--- config.mk ---
export PLATFORM = sky130hd
export DESIGN_NAME = bram_word_arbiter
export DESIGN_NICKNAME = d
export VERILOG_FILES = /design/src/rtl/bram_arb_pkg.sv /design/src/rtl/rr_arb2.sv /design/src/rtl/bram_word_arbiter.sv
export SDC_FILE = /design/constraint.sdc
export NUM_CORES = 1
export LEC_CHECK = 0
export CELL_PAD_IN_SITES_DETAIL_PLACEMENT = 1
export CELL_PAD_IN_SITES_GLOBAL_PLACEMENT = 2
export CORE_UTILIZATION = 30
export CTS_BUF_LIST = sky130_fd_sc_hd__clkbuf_2
export CTS_CLUSTER_DIAMETER = 200
export DETAILED_ROUTE_END_ITERATION = 8
export GPL_TIMING_DRIVEN = 1
export PLACE_DENSITY_LB_ADDON = 0.1
export SYNTH_ARGS = -nofsm -noshare
export SYNTH_HDL_FRONTEND = slang
export SYNTH_SLANG_ARGS = --single-unit
--- constraint.sdc ---
create_clock -name clka -period 4.95 [get_ports clka]
set_clock_uncertainty 0.15 [all_clocks]
set_input_delay 0.99 -clock clka [delete_from_list [all_inputs] [get_ports clka]]
set_output_delay 0.99 -clock clka [all_outputs]
set_load 0.01 [all_outputs]
--- src/rtl/bram_arb_pkg.sv ---
// Shared definitions for the two-requester word-to-byte BRAM arbiter.
package bram_arb_pkg;

    typedef enum logic [1:0] {
        IDLE  = 2'd0,
        ISSUE = 2'd1,
        WAIT  = 2'd2,
        DONE  = 2'd3
    } state_t;

    localparam logic REQ_I = 1'b0;
    localparam logic REQ_D = 1'b1;

    localparam int unsigned BYTES_PER_WORD = 4;

endpackage

--- src/rtl/rr_arb2.sv ---
// Two-requester round-robin arbiter; last_grant only advances on an accepted grant.
module rr_arb2
    import bram_arb_pkg::*;
(
    input  logic       clk,
    input  logic       rst,
    input  logic       en,
    input  logic [1:0] req,
    output logic       grant_valid,
    output logic       grant_id
);

    logic last_grant;

    always_comb begin
        grant_valid = en && (req != 2'b00);
        grant_id    = REQ_I;
        if (req[REQ_I] && req[REQ_D]) begin
            grant_id = ~last_grant;
        end else if (req[REQ_D]) begin
            grant_id = REQ_D;
        end
    end

    always_ff @(posedge clk or posedge rst) begin
        if (rst) begin
            last_grant <= REQ_I;
        end else if (grant_valid) begin
            last_grant <= grant_id;
        end
    end

endmodule

--- src/rtl/bram_word_arbiter.sv ---
// Shares a byte-wide single-port BRAM between a 32-bit fetch port and a 32-bit load/store port,
// splitting each word access into four byte slots and assembling reads little-endian.
module bram_word_arbiter
    import bram_arb_pkg::*;
#(
    parameter int unsigned ADDR_W = 13,
    parameter int unsigned RD_LAT = 1
) (
    input  logic              clka,
    input  logic              rsta,
    input  logic              i_req,
    input  logic [ADDR_W-1:0] i_addr,
    output logic              i_done,
    output logic [31:0]       i_rdata,
    input  logic              d_req,
    input  logic              d_we,
    input  logic [3:0]        d_be,
    input  logic [ADDR_W-1:0] d_addr,
    input  logic [31:0]       d_wdata,
    output logic              d_done,
    output logic [31:0]       d_rdata,
    output logic              bram_ena,
    output logic              bram_wea,
    output logic [ADDR_W-1:0] bram_addra,
    output logic [7:0]        bram_dina,
    input  logic [7:0]        bram_douta,
    output logic              busy
);

    localparam int unsigned WCW = (RD_LAT > 1) ? $clog2(RD_LAT) : 1;

    state_t              state_q, state_d;
    logic [1:0]          cnt_q;
    logic [WCW-1:0]      wcnt_q;
    logic                gnt_q;
    logic [ADDR_W-3:0]   word_q;
    logic                we_q;
    logic [3:0]          be_q;
    logic [31:0]         wdata_q;
    logic                slot_rd;
    logic                grant_valid;
    logic                grant_id;

    // Read-slot tracking pipeline: marks which byte lane douta carries RD_LAT cycles later.
    logic [RD_LAT-1:0]   pv_q;
    logic [1:0]          pidx_q [RD_LAT];

    logic unused_addr_bits;
    assign unused_addr_bits = ^{i_addr[1:0], d_addr[1:0]};

    rr_arb2 u_arb (
        .clk         (clka),
        .rst         (rsta),
        .en          (state_q == IDLE),
        .req         ({d_req, i_req}),
        .grant_valid (grant_valid),
        .grant_id    (grant_id)
    );

    assign busy = (state_q != IDLE);

    always_comb begin
        state_d    = state_q;
        bram_ena   = 1'b0;
        bram_wea   = 1'b0;
        bram_addra = '0;
        bram_dina  = '0;
        i_done     = 1'b0;
        d_done     = 1'b0;
        slot_rd    = 1'b0;
        unique case (state_q)
            IDLE: begin
                if (grant_valid) state_d = ISSUE;
            end
            ISSUE: begin
                if (we_q) begin
                    bram_ena = be_q[cnt_q];
                    bram_wea = be_q[cnt_q];
                end else begin
                    bram_ena = 1'b1;
                    slot_rd  = 1'b1;
                end
                // Address and data stay quiet on disabled write slots.
                if (bram_ena) begin
                    bram_addra = {word_q, cnt_q};
                    if (we_q) bram_dina = wdata_q[8*cnt_q +: 8];
                end
                if (cnt_q == 2'd3) state_d = we_q ? DONE : WAIT;
            end
            WAIT: begin
                if (wcnt_q == WCW'(RD_LAT - 1)) state_d = DONE;
            end
            DONE: begin
                i_done  = (gnt_q == REQ_I);
                d_done  = (gnt_q == REQ_D);
                state_d = IDLE;
            end
            default: state_d = IDLE;
        endcase
    end

    always_ff @(posedge clka or posedge rsta) begin
        if (rsta) begin
            state_q <= IDLE;
            cnt_q   <= '0;
            wcnt_q  <= '0;
            gnt_q   <= REQ_I;
            word_q  <= '0;
            we_q    <= 1'b0;
            be_q    <= '0;
            wdata_q <= '0;
            i_rdata <= '0;
            d_rdata <= '0;
            pv_q    <= '0;
            for (int i = 0; i < int'(RD_LAT); i++) pidx_q[i] <= '0;
        end else begin
            state_q <= state_d;
            if (state_q == IDLE && grant_valid) begin
                gnt_q  <= grant_id;
                cnt_q  <= '0;
                wcnt_q <= '0;
                if (grant_id == REQ_D) begin
                    word_q  <= d_addr[ADDR_W-1:2];
                    we_q    <= d_we;
                    be_q    <= d_be;
                    wdata_q <= d_wdata;
                end else begin
                    word_q  <= i_addr[ADDR_W-1:2];
                    we_q    <= 1'b0;
                    be_q    <= '0;
                    wdata_q <= '0;
                end
            end
            if (state_q == ISSUE) cnt_q <= cnt_q + 2'd1;
            if (state_q == WAIT) wcnt_q <= wcnt_q + WCW'(1);

            pv_q[0]   <= slot_rd;
            pidx_q[0] <= cnt_q;
            for (int i = 1; i < int'(RD_LAT); i++) begin
                pv_q[i]   <= pv_q[i-1];
                pidx_q[i] <= pidx_q[i-1];
            end
            if (pv_q[RD_LAT-1]) begin
                if (gnt_q == REQ_I) i_rdata[8*pidx_q[RD_LAT-1] +: 8] <= bram_douta;
                else                d_rdata[8*pidx_q[RD_LAT-1] +: 8] <= bram_douta;
            end
        end
    end

endmodule

==> results.sh <==
# physical design summary
export IMPL_post_cts_resized=0
export IMPL_die_x_um=134
export IMPL_critPathCaptureType="output pin"
export IMPL_async_reset_ff_share_pct=100
export IMPL_crit_end="bram_addra[12]"
export IMPL_cts_buffer_depth=2
export IMPL_maxSlewViolCount=0
export IMPL_path_delay_family="flip-flops"
export IMPL_ant_nets=0
export IMPL_fp_util_pct=31.2
export IMPL_clock_latency_ns=0.66
export IMPL_leakagePower_nw=3.15
export IMPL_peakVddDrop_uv=166
export IMPL_top_area_cell="dfrtp_1"
export IMPL_grt_ovfl_total=0
export IMPL_hold_violations=0
export IMPL_holdPathStages=2
export IMPL_drive_gt1_share_pct=8.28
export IMPL_cts_made_buffers=17
export IMPL_layout_top_cells="clkdlybuf4s50_1 (160), dfrtp_1 (121), nand2_1 (89), a22o_1 (53), o21ai_0 (47)"
export IMPL_setup_violations=0
export IMPL_dp_hpwl_um=10400
export IMPL_worstSetupStartpoint="cnt_q[1]"
export IMPL_area_leaders="dfrtp_1 (58%), a22o_1 (8.9%), nand2_1 (6.4%)"
export IMPL_htreeDepth=4
export IMPL_worstSetupPathDepth=4
export IMPL_r2r_start="pidx_q[0]"
export IMPL_mappedNetlistArea_mm2=0.00524
export IMPL_top_area_share_pct=57.7
export IMPL_ys_types=42
export IMPL_timing_slew_headroom_pct=40.6
export IMPL_cp_start_kind="flop"
export IMPL_yosys_warnings=0
export IMPL_flop_cell="dfrtp_1"
export IMPL_hp_start="d_rdata[14]"
export IMPL_fill_cells=1839
export IMPL_row_count=47
export IMPL_whs_endpoint="d_rdata[14]"
export IMPL_maxCapViolCount=0
export IMPL_path_cells="mux2i_1, nand3b_1, and3_1, clkdlybuf4s50_1"
export IMPL_common_cells="dfrtp_1 (121), nand2_1 (89), a22o_1 (53), o21ai_0 (47), a21oi_1 (22)"
export IMPL_power_density_mw_per_mm2=587
export IMPL_drc=0
export IMPL_required_ns=3.81
export IMPL_root_buffer="clkbuf_2"
export IMPL_cp_slowest_cell="dfrtp_1"
export IMPL_layout_nets=704
export IMPL_fin_crit_sh_pct=84.2
export IMPL_synth_area_per_cell_um2=11.3
export IMPL_ys_seq_share_pct=57.7
export IMPL_min_path_type="flop to flop"
export IMPL_syn_inst=463
export IMPL_placed_cells=820
export IMPL_cts_sinks=121
export IMPL_layout_top_cell="clkdlybuf4s50_1"
export IMPL_status="finished, final reports clean"
export IMPL_logic_area_mm2=0.00203
export IMPL_warnings=37
export IMPL_crit_buf_inv=1
export IMPL_cts_tree="built"
export IMPL_grt_pass1_vias=4528
export IMPL_r2r_slack_ns=2.77
export IMPL_fp_dieH_um=134
export IMPL_cts_setup_buffers=0
export IMPL_synth_chip_area_mm2=0.00524
export IMPL_stdcell_count=849
export IMPL_chipArea_mm2=0.0180
export IMPL_crit_type="flop to output pin"
export IMPL_setup_tns_ns=0
export IMPL_seqCellArea_mm2=0.00303
export IMPL_grt_max_degree=70
export IMPL_critPathMaxFanout=14
export IMPL_rsz0062_at_grt="no"
export IMPL_antenna_found_initial=1
export IMPL_ys_cells=463
export IMPL_final_util_pct=43.0
export IMPL_cp_arrival_ns=3.03
export IMPL_ctsHoldBuffers=0
export IMPL_io_pins=165
export IMPL_syn_nets=548
export IMPL_port_buffers=160
export IMPL_grt_pass1_wl_um=23900
export IMPL_period_minus_slack_ns=4.17
export IMPL_cts_clk_slew_worst_paths_ns=0.16
export IMPL_drtPass1Iterations=4
export IMPL_timing_rr_end="d_rdata[21]"
export IMPL_coreArea_mm2=0.0168
export IMPL_gp_congestion=0.745
export IMPL_cpPeakStageDelay_ns=0.81
export IMPL_fmax_ghz=0.240
export IMPL_synth_edff_count=0
export IMPL_synth_top_cell_by_count="dfrtp_1"
export IMPL_tightest_slew_ns=0.891
export IMPL_reg2reg_depth=5
export IMPL_drtIter0Drc=142
export IMPL_numSynthFlops=121
export IMPL_via_per_inst=4.96
export IMPL_fin_worst_hold_slack_ns=0.352
==> cell families (layout without fill, tap and decap cells) <==
kind of cell	Yosys count	in the layout	synth area share, %
muxes	12	12	4.34
buffers and inverters	36	201	3.84
DFF	121	121	57.7
and+or+nand+nor	148	148	14.1
adders and majority gates	10	10	2.39
AOI/OAI and AO/OA	136	136	17.6
other	0	1	0
==> tightest hold or removal path: stages, from the launching register on <==
cell and delay (ns):
dfrtp_1 0.38, nand2_1 0.05, o21ai_0 0.06
==> where the power goes <==
group	internal (W)	switching (W)	total (W)
registers	0.00141	0.000338	0.00175
logic	0.00105	0.000822	0.00187
clock network	0.000268	0.000361	0.000629
total	0.00273	0.00152	0.00425
==> routing by layer <==
metal	vias up	wire [um]	track usage [%]
met1	2137	6430	21.2
met4	0	204	5.99
met5	-	0	0
li1	1947	-	-
met2	114	7420	29.3
met3	13	769	4.76
==> registers in the layout (all words and copies together), names as in the netlist, 2 cells and up <==
signal	flops
be_q	4
cnt_q	2
d_rdata	32
i_rdata	32
pidx_q	2
state_q	2
wdata_q	32
word_q	11
==> per-stage QoR <==
stage / cell area [um2] / setup WS (ns) / power (W)
after floorplan: 5240 / 0.596 / 0.00274
after global placement: 7010 / 1.45 / 0.00360
after detailed placement: 7010 / 1.45 / 0.00368
after CTS: 7230 / 0.620 / 0.00433
after global routing: 7230 / 0.467 / 0.00457
final: 7230 / 0.783 / 0.00425
==> area by class of cell <==
type	instances	area share, %
clock inverters	10	1.82
well taps	220	3.81
inverters	9	0.502
clock buffers	18	1.25
repair buffers	164	22.7
diodes	1	0.0346
flip-flops and latches	121	41.9
multi-input cells	306	28.0
m4.png
Scale bar: 50 um. Cells faint in the background.
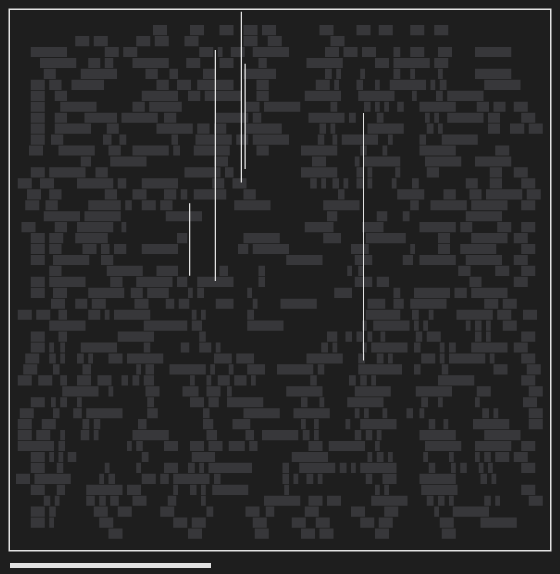
nets with wire on the layer: 4
longest straight run: 61.2 um
via count: 4211
DRT Wirelength: 14800 um

sizing.png
Scale bar: 50 um.
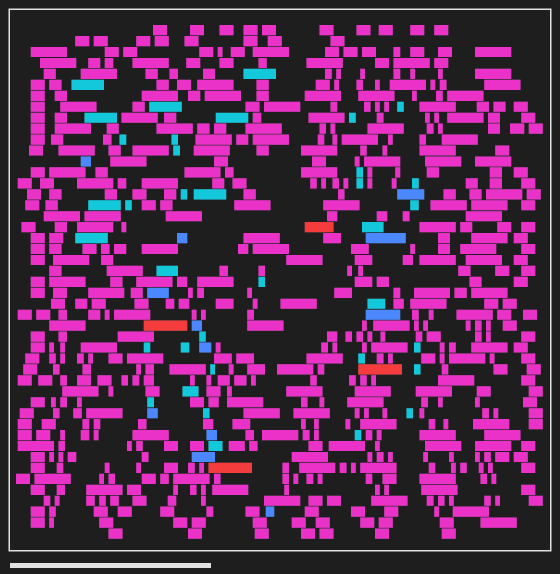
| size | color | cells | share | most used |
|---|---|---|---|---|
| x1 and smaller | magenta | 576 | 92% | clkdlybuf4s50_1 |
| x6 and larger | red | 4 | 0.64% | bufinv_16 |
| x2 | cyan | 36 | 5.7% | clkbuf_2 |
| x3 and x4 | blue | 12 | 1.9% | buf_4 |
Final Instance Area: 0.00723 mm2
area growth from synthesis to layout: 37.9%

clock_nets.png
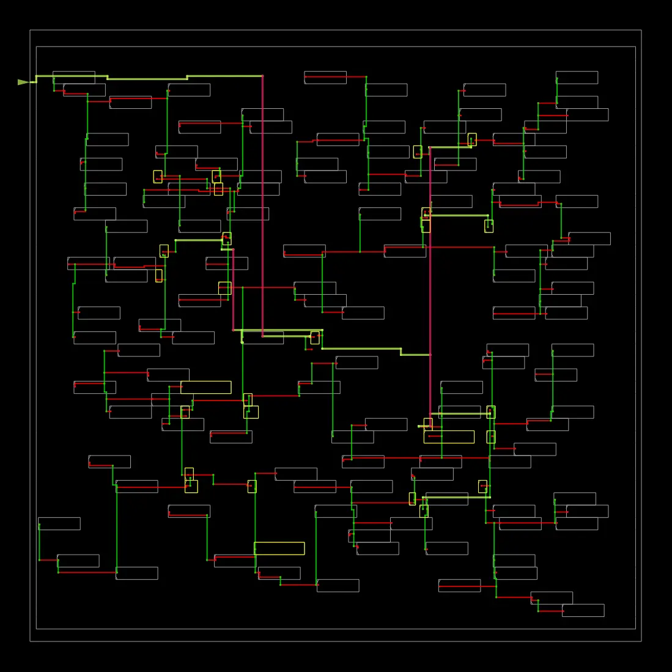
clock group power: 0.000629 W
flip-flops: 121

m2.png
Cells faint in the background.
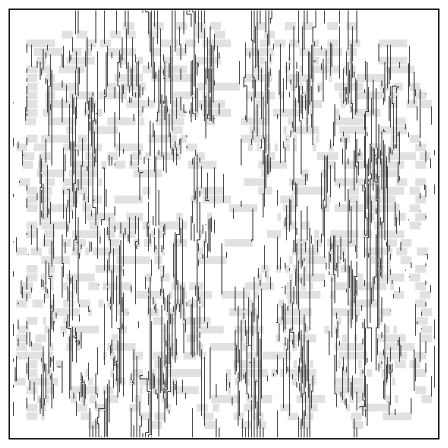
longest straight run: 51.0 um
share of all routed wire: 50%
met2 Usage GRT: 29.3%

layers.png
Only two layers are drawn.
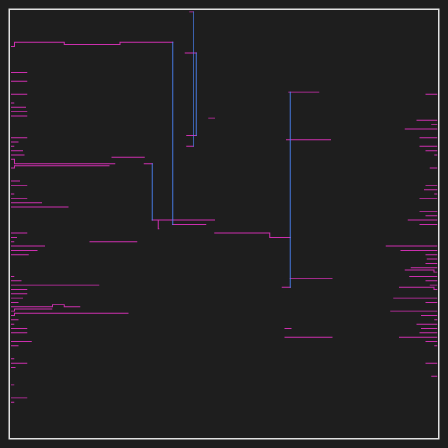
| layer | color | wire length |
|---|---|---|
| M3 | magenta | 769 um |
| M4 | blue | 204 um |
routed length per instance: 17.5 um
All-Layer GR Usage: 17.3%

No activity file was given, so power comes from the tool's default toggle rates.
